## src/rtl/ktc32_pkg.sv

```systemverilog
// Shared types for the ktc32 boot loader: loader FSM states and frame field widths.
package ktc32_pkg;

   localparam int LEN_W = 16;

   typedef enum logic [2:0] {
      IDLE,
      HDR0,
      HDR1,
      DATA,
      WRITE,
      CSUM,
      DONE,
      ERR
   } ld_state_t;

endpackage

```

## src/rtl/prog_loader_byte_packer.sv

```systemverilog
// Packs accepted stream bytes LSB-first into a 32-bit word and flags the 4th byte.
module byte_packer (
   input  logic        clk,
   input  logic        reset,
   input  logic        clear,
   input  logic        accept,
   input  logic [7:0]  in_data,
   output logic [31:0] word_next,
   output logic        word_ready
);

   logic [1:0]  cnt;
   logic [31:0] shreg;

   // word_next is the register value after this byte shifts in, so on the 4th
   // byte it is already the complete {b3,b2,b1,b0} word.
   assign word_next  = {in_data, shreg[31:8]};
   assign word_ready = accept && (cnt == 2'd3);

   always_ff @(posedge clk or posedge reset) begin
      if (reset)
         cnt <= 2'd0;
      else if (clear)
         cnt <= 2'd0;
      else if (accept)
         cnt <= cnt + 2'd1;
   end

   always_ff @(posedge clk) begin
      if (accept)
         shreg <= word_next;
   end

endmodule

```

## src/rtl/prog_loader.sv

```systemverilog
// Boot-time program loader: receives a framed byte stream, writes 32-bit words
// from address 0, verifies the XOR checksum and then releases the core.
module prog_loader
   import ktc32_pkg::*;
#(
   parameter int ADDR_WIDTH = 8
) (
   input  logic                  clk,
   input  logic                  reset,
   input  logic                  start,
   input  logic                  in_valid,
   input  logic [7:0]            in_data,
   output logic                  in_ready,
   output logic                  mem_we,
   output logic [ADDR_WIDTH-1:0] mem_addr,
   output logic [31:0]           mem_wdata,
   output logic                  cpu_reset,
   output logic                  busy,
   output logic                  done,
   output logic                  err
);

   localparam int MAX_N = 1 << ADDR_WIDTH;

   ld_state_t        state, state_nx;
   logic [LEN_W:0]   word_idx;
   logic [LEN_W:0]   idx_inc;
   logic [LEN_W:0]   hdr_n;
   logic [LEN_W-1:0] n_words;
   logic [7:0]       n_lo;
   logic [7:0]       csum;
   logic             accept;
   logic             start_ok;
   logic             pk_accept;
   logic             bad_len;
   logic             word_ready;
   logic [31:0]      word_next;

   assign accept    = in_valid && in_ready;
   assign pk_accept = accept && (state == DATA);
   assign start_ok  = start && ((state == IDLE) || (state == DONE) || (state == ERR));
   assign hdr_n     = {1'b0, in_data, n_lo};
   assign idx_inc   = word_idx + 1'b1;
   assign bad_len   = (hdr_n == '0) || (int'(hdr_n) > MAX_N);

   byte_packer u_packer (
      .clk        (clk),
      .reset      (reset),
      .clear      (start_ok),
      .accept     (pk_accept),
      .in_data    (in_data),
      .word_next  (word_next),
      .word_ready (word_ready)
   );

   always_ff @(posedge clk or posedge reset) begin
      if (reset)
         state <= IDLE;
      else
         state <= state_nx;
   end

   always_comb begin
      state_nx  = state;
      in_ready  = 1'b0;
      busy      = 1'b0;
      mem_we    = 1'b0;
      cpu_reset = 1'b1;
      done      = 1'b0;
      err       = 1'b0;
      case (state)
         IDLE: begin
            if (start) state_nx = HDR0;
         end
         HDR0: begin
            in_ready = 1'b1;
            busy     = 1'b1;
            if (in_valid) state_nx = HDR1;
         end
         HDR1: begin
            in_ready = 1'b1;
            busy     = 1'b1;
            if (in_valid) state_nx = bad_len ? ERR : DATA;
         end
         DATA: begin
            in_ready = 1'b1;
            busy     = 1'b1;
            if (word_ready) state_nx = WRITE;
         end
         WRITE: begin
            busy     = 1'b1;
            mem_we   = 1'b1;
            state_nx = (idx_inc < {1'b0, n_words}) ? DATA : CSUM;
         end
         CSUM: begin
            in_ready = 1'b1;
            busy     = 1'b1;
            if (in_valid) state_nx = (in_data == csum) ? DONE : ERR;
         end
         DONE: begin
            cpu_reset = 1'b0;
            done      = 1'b1;
            if (start) state_nx = HDR0;
         end
         ERR: begin
            err = 1'b1;
            if (start) state_nx = HDR0;
         end
         default: state_nx = IDLE;
      endcase
   end

   // Address/data are captured on the 4th-byte edge so they are valid throughout
   // WRITE and then hold until the next word completes.
   always_ff @(posedge clk or posedge reset) begin
      if (reset) begin
         word_idx  <= '0;
         n_lo      <= '0;
         n_words   <= '0;
         csum      <= '0;
         mem_addr  <= '0;
         mem_wdata <= '0;
      end else begin
         if (start_ok) begin
            word_idx <= '0;
            csum     <= '0;
         end
         if (accept && (state == HDR0))
            n_lo <= in_data;
         if (accept && (state == HDR1))
            n_words <= {in_data, n_lo};
         if (pk_accept)
            csum <= csum ^ in_data;
         if (word_ready) begin
            mem_addr  <= word_idx[ADDR_WIDTH-1:0];
            mem_wdata <= word_next;
         end
         if (state == WRITE)
            word_idx <= idx_inc;
      end
   end

endmodule

```

## config.mk

```make
export PLATFORM = sky130hd
export DESIGN_NAME = prog_loader
export DESIGN_NICKNAME = d
export VERILOG_FILES = /design/src/rtl/ktc32_pkg.sv /design/src/rtl/prog_loader_byte_packer.sv /design/src/rtl/prog_loader.sv
export SDC_FILE = /design/constraint.sdc
export NUM_CORES = 1
export LEC_CHECK = 0
export ABC_CLOCK_PERIOD_IN_PS = 4200
export CORE_ASPECT_RATIO = 1.4
export CORE_MARGIN = 3
export CORE_UTILIZATION = 50
export CTS_BUF_LIST = sky130_fd_sc_hd__clkbuf_4 sky130_fd_sc_hd__clkbuf_8 sky130_fd_sc_hd__clkbuf_16
export DETAILED_ROUTE_END_ITERATION = 8
export GPL_TIMING_DRIVEN = 0
export PLACE_DENSITY = 0.73
export SLEW_MARGIN = 20
export SYNTH_ARGS = -nofsm -noshare
export SYNTH_HDL_FRONTEND = slang
export SYNTH_SLANG_ARGS = --single-unit
```

## constraint.sdc

```tcl
create_clock -name clk -period 4.2 [get_ports clk]
set_input_delay 0.42 -clock clk [delete_from_list [all_inputs] [get_ports clk]]
set_output_delay 0.42 -clock clk [all_outputs]
set_load 0.02 [all_outputs]
```

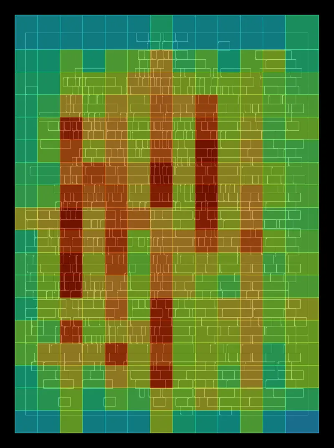
Run 1: congestion heat map
average wire per standard cell: 16.5 um
Finished Core Util: 66.0%

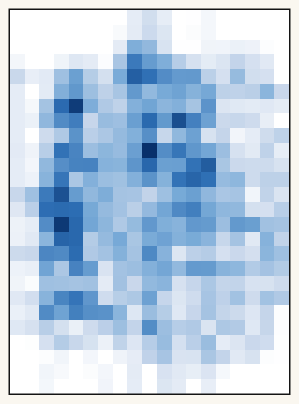
Run 1: signal metal coverage by tile
Scale: 3 px per um. The die is cut into 19 by 26 equal tiles; white is low, dark blue is high, scaled to the fullest tile. Values are wire area over tile area, all layers added.
17% of the tiles are nearly empty. The mean over all tiles is 0.15. The densest ninth of the die: centre. The fullest tile reaches 0.52. 19% of the tiles are over half the peak.
total number of vias: 3730
aggregate global-route resource usage: 20.6%
Routed Wire Length: 11.3 mm

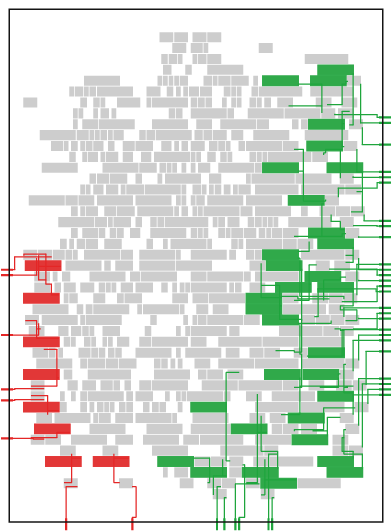
Run 1: nets reached from selected ports
Scale: 4 px per um.
Green is `mem_wdata`, bits 32, direction output, edge 26 east, 6 south, end cells 32, buffers 32, wire 917 um. Red is `mem_addr`, bits 8, direction output, edge 6 west, 2 south, end cells 8, buffers 8, wire 191 um.
count of buffers inserted at the top-level ports: 57
number of placed I/O pins: 58

run 1: cell families (layout without fill, tap and decap cells):
group,after synthesis,after routing,synth area share [%]
simple gates,119,119,10.4
flops,118,118,58.0
buf+inv,42,132,3.26
fa+ha+maj,17,17,4.01
xor+xnor,25,25,4.27
mux,51,51,10.8
compound gates,86,86,9.28
run 1: flip-flops by register name (all words and copies together), names as in the netlist:
name,cells
mem_wdata,32
u_packer.shreg,24
word_idx,17
n_words,16
csum,8
mem_addr,8
n_lo,8
state,3
u_packer.cnt,2
run 1: power groups by stage:
stage	clock network, mW	logic [mW]	registers, mW
6_report	1.45	1.14	1.66
5_1_grt	1.52	1.27	1.70
4_1_cts	1.46	1.16	1.66
3_5_place_dp	0	1.14	1.67
3_3_place_gp	0	1.09	1.66
2_1_floorplan	0	0.640	1.72
==> run summary, run 1 <==
Purpose: to document the outcome of synthesis and place and route.

Critical path
The setup path with the least slack is of type flop to flop. The highest fanout seen on the critical path is 8. The largest stage delay on the critical path is 450 ps. The worst setup path is captured at a flop. The register-to-register setup slack is 930 ps.

Routing
Wire segments on met3 add up to 547 um in the final route. The detailed-route DRC error count is 0.

Placement
The standard cell area after detailed placement is 6070 um^2. The placement summary gives the final routability congestion estimate as 0.837. The wire-length estimate of the detail-placed layout is 7.93 mm.

Worst hold path
The worst hold path belongs to the class input pin to async pin.

Cells and area
The number of fill cells in the layout is 773. The leading cell type in the layout, fill and taps excluded is sky130_fd_sc_hd__dfrtp_1. The final instance area is 6670 um^2. The fraction of area in multi-input gates is 30.8%.

STA
Setup violations remaining at the end of the flow were counted as 0. Subtracting the final worst setup slack from the clock period gives 3270 ps. Per the timing report, the achievable frequency comes out to 0.306 GHz. The worst hold margin is 314 ps.

The portion of the clock cycle consumed by the worst path in the final layout is 77.9%. Endpoints failing hold in the final report were tallied at 0.

Clock tree
The number of clock sinks is 118. The clock slew seen by the registers of the worst setup and hold paths is 50 ps. The maximum number of buffers from clock root to sink is 2.

Synth
The proportion of register bits with asynchronous set or reset after synthesis is 79.7%. By area the synthesized netlist is led by sky130_fd_sc_hd__dfrtp_1, sky130_fd_sc_hd__edfxtp_1, sky130_fd_sc_hd__mux2_2. The part of the Yosys area used for sequential elements is 58.0%.

Global routing
For this run, global-route usage on met1 was measured as 22.2%. The via count of the first global-routing pass is 3878. The wire length of the first global-routing pass is 18.9 mm.

Power
The design draws 4.25 mW. The highest ir drop seen on vdd is 348 uV.

Outcome
The flow ran to the end, and the final reports show no timing, DRC or antenna violations.

Run
The total tool warning count is 26. Across the run, the number of max-cap violations was 0.
Run 1, clock distribution:
Scale: 4 px per um.
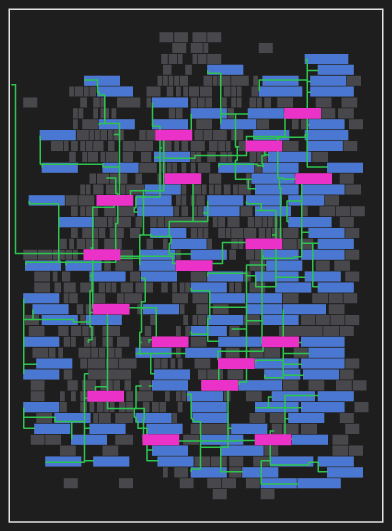

==> run 2: changes to the inputs <==
--- a/config.mk
+++ b/config.mk
@@ -5,7 +5,7 @@
 export SDC_FILE = /design/constraint.sdc
 export NUM_CORES = 1
 export LEC_CHECK = 0
-export ABC_CLOCK_PERIOD_IN_PS = 4200
+export ABC_CLOCK_PERIOD_IN_PS = 3400
 export CORE_ASPECT_RATIO = 1.4
 export CORE_MARGIN = 3
 export CORE_UTILIZATION = 50
==> constraint.sdc (replaced) <==
create_clock -name clk -period 3.4 [get_ports clk]
set_input_delay 0.34 -clock clk [delete_from_list [all_inputs] [get_ports clk]]
set_output_delay 0.34 -clock clk [all_outputs]
set_load 0.02 [all_outputs]
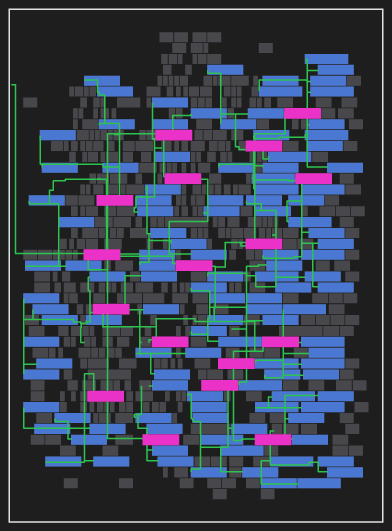
Run 2: clock distribution
Scale: 4 px per um.
Green is clock wires, length 1450 um. Magenta is clock drivers, count 17. Blue is flip-flops, count 118.
Position of the flops: widely spread.
final clock skew: 6.46 ps
clock share of power: 34.0%
Clock Latency Late Sink: 410 ps

==> run 2 against run 1 <==
Against the previous run:
- die area did not move
- synthesized cell count unchanged
- sequential power increased by 23%
- utilization rose by 0.14 points
- count of clock-buffer cells in the layout unchanged
- setup slack got worse by 680 ps
- register-to-register slack worse by 680 ps
- combinational power grew 24%
- largest cell class unchanged
- highest routed layer unchanged
==> run summary, run 2 <==
Purpose: to document the outcome of synthesis and place and route.

Placement
The placer congestion estimate is 0.837 (unchanged). The half-perimeter wire length after detailed placement is 7.93 mm (unchanged). The standard cell area after detailed placement is 6070 um^2 (unchanged).

Power
The total power draw is 5.26 mW (+24%). Of all power groups, the one with the highest power is sequential cells. The clock network power consumption was 1.79 mW (+23%). The highest ir drop seen on vdd is 427 uV (+23%). The sequential logic power is 2.05 mW (+23%). The combinational-cell power consumption came to 1.41 mW (+24%).

Synth
The part of the Yosys area used for sequential elements is 58.0% (unchanged). Yosys attributes the largest share of cell area to sky130_fd_sc_hd__dfrtp_1, sky130_fd_sc_hd__edfxtp_1, sky130_fd_sc_hd__mux2_2.

Global routing
The met1 capacity usage during global routing came to 22.2% (unchanged). The wire length of the first global-routing pass is 18.9 mm (unchanged). The via count of the first global-routing pass was 3878 (unchanged). The total routing resource utilization after global routing came to 20.6% (unchanged).

Critical path
The highest fanout seen on the critical path is 8 (unchanged). The worst setup path is captured at a flop. The largest stage delay on the critical path came to 460 ps (about the same). The register-to-register setup slack is 250 ps (-680 ps). The critical path class is flop to flop.

STA
The time the final worst path needs with I/O delays and setup is 3150 ps (-123 ps). The final tally of setup violations was 0 (unchanged). The total count of hold-check failures in the final report is 0 (unchanged). The worst hold margin is 240 ps (-74.9 ps). The portion of the clock cycle consumed by the worst path in the final layout came to 92.6% (+15 points).

Cells and area
The end-of-flow core utilization came to 66.1% (+0.14 points). The register with the most flip-flops in the final layout is mem_wdata. The flip-flop count of the largest register after layout is 32 (unchanged). The registers reported with the highest flop counts are mem_wdata x32, u_packer.shreg x24, word_idx x17. By instance count after routing, the leading logic cell type is sky130_fd_sc_hd__dfrtp_1.

Routing
The average wire per standard cell is 16.5 um (about the same). The total length of routed wires is 11.3 mm (about the same). The detailed-route DRC error count is 0 (unchanged). The total vias in the final route is 3736 (+0.16%).

Floorplan
The number of I/O pins is 58 (unchanged).

Clock tree
The clock slew seen by the registers of the worst setup and hold paths was 50 ps (about the same).

Worst hold path
The worst min-delay path class is input pin to async pin.

Run
The max-capacitance violation count is 0 (unchanged).

Outcome
The flow ran to the end, and the final reports show no timing, DRC or antenna violations.
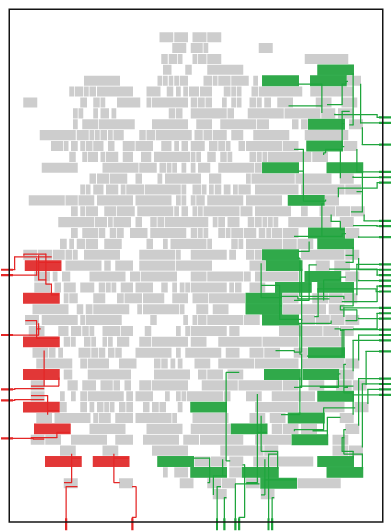
Run 2: nets reached from selected ports
Scale: 4 px per um.
Red is `mem_addr`, bits 8, direction output, edge 6 west, 2 south, end cells 8, buffers 8, wire 190 um. Green is `mem_wdata`, bits 32, direction output, edge 26 east, 6 south, end cells 32, buffers 32, wire 917 um.

[run 2: cell counts after synthesis]
No cell type changed its count.
[run 2: kinds of logic after synthesis]
kind of cell / after synthesis / synth area share [%]
adders and majority gates: 17 / 4.01
DFF: 118 / 58.0
and+or+nand+nor: 119 / 10.4
muxes: 51 / 10.8
xor gates and xnor gates: 25 / 4.27
AOI/OAI and AO/OA: 86 / 9.28
buffers and inverters: 42 / 3.26
[run 2: final cells by class]
class	count	area [um^2]	area share, %
Multi-Input combinational cell	298	2070	30.9
Tap cell	135	169	2.53
Clock buffer	19	440	6.59
Clock inverter	13	159	2.38
Timing Repair Buffer	58	598	8.94
Buffer	21	95.1	1.42
Sequential cell	118	3070	45.9
Inverter	21	83.8	1.25
No activity file was given, so power comes from the tool's default toggle rates.
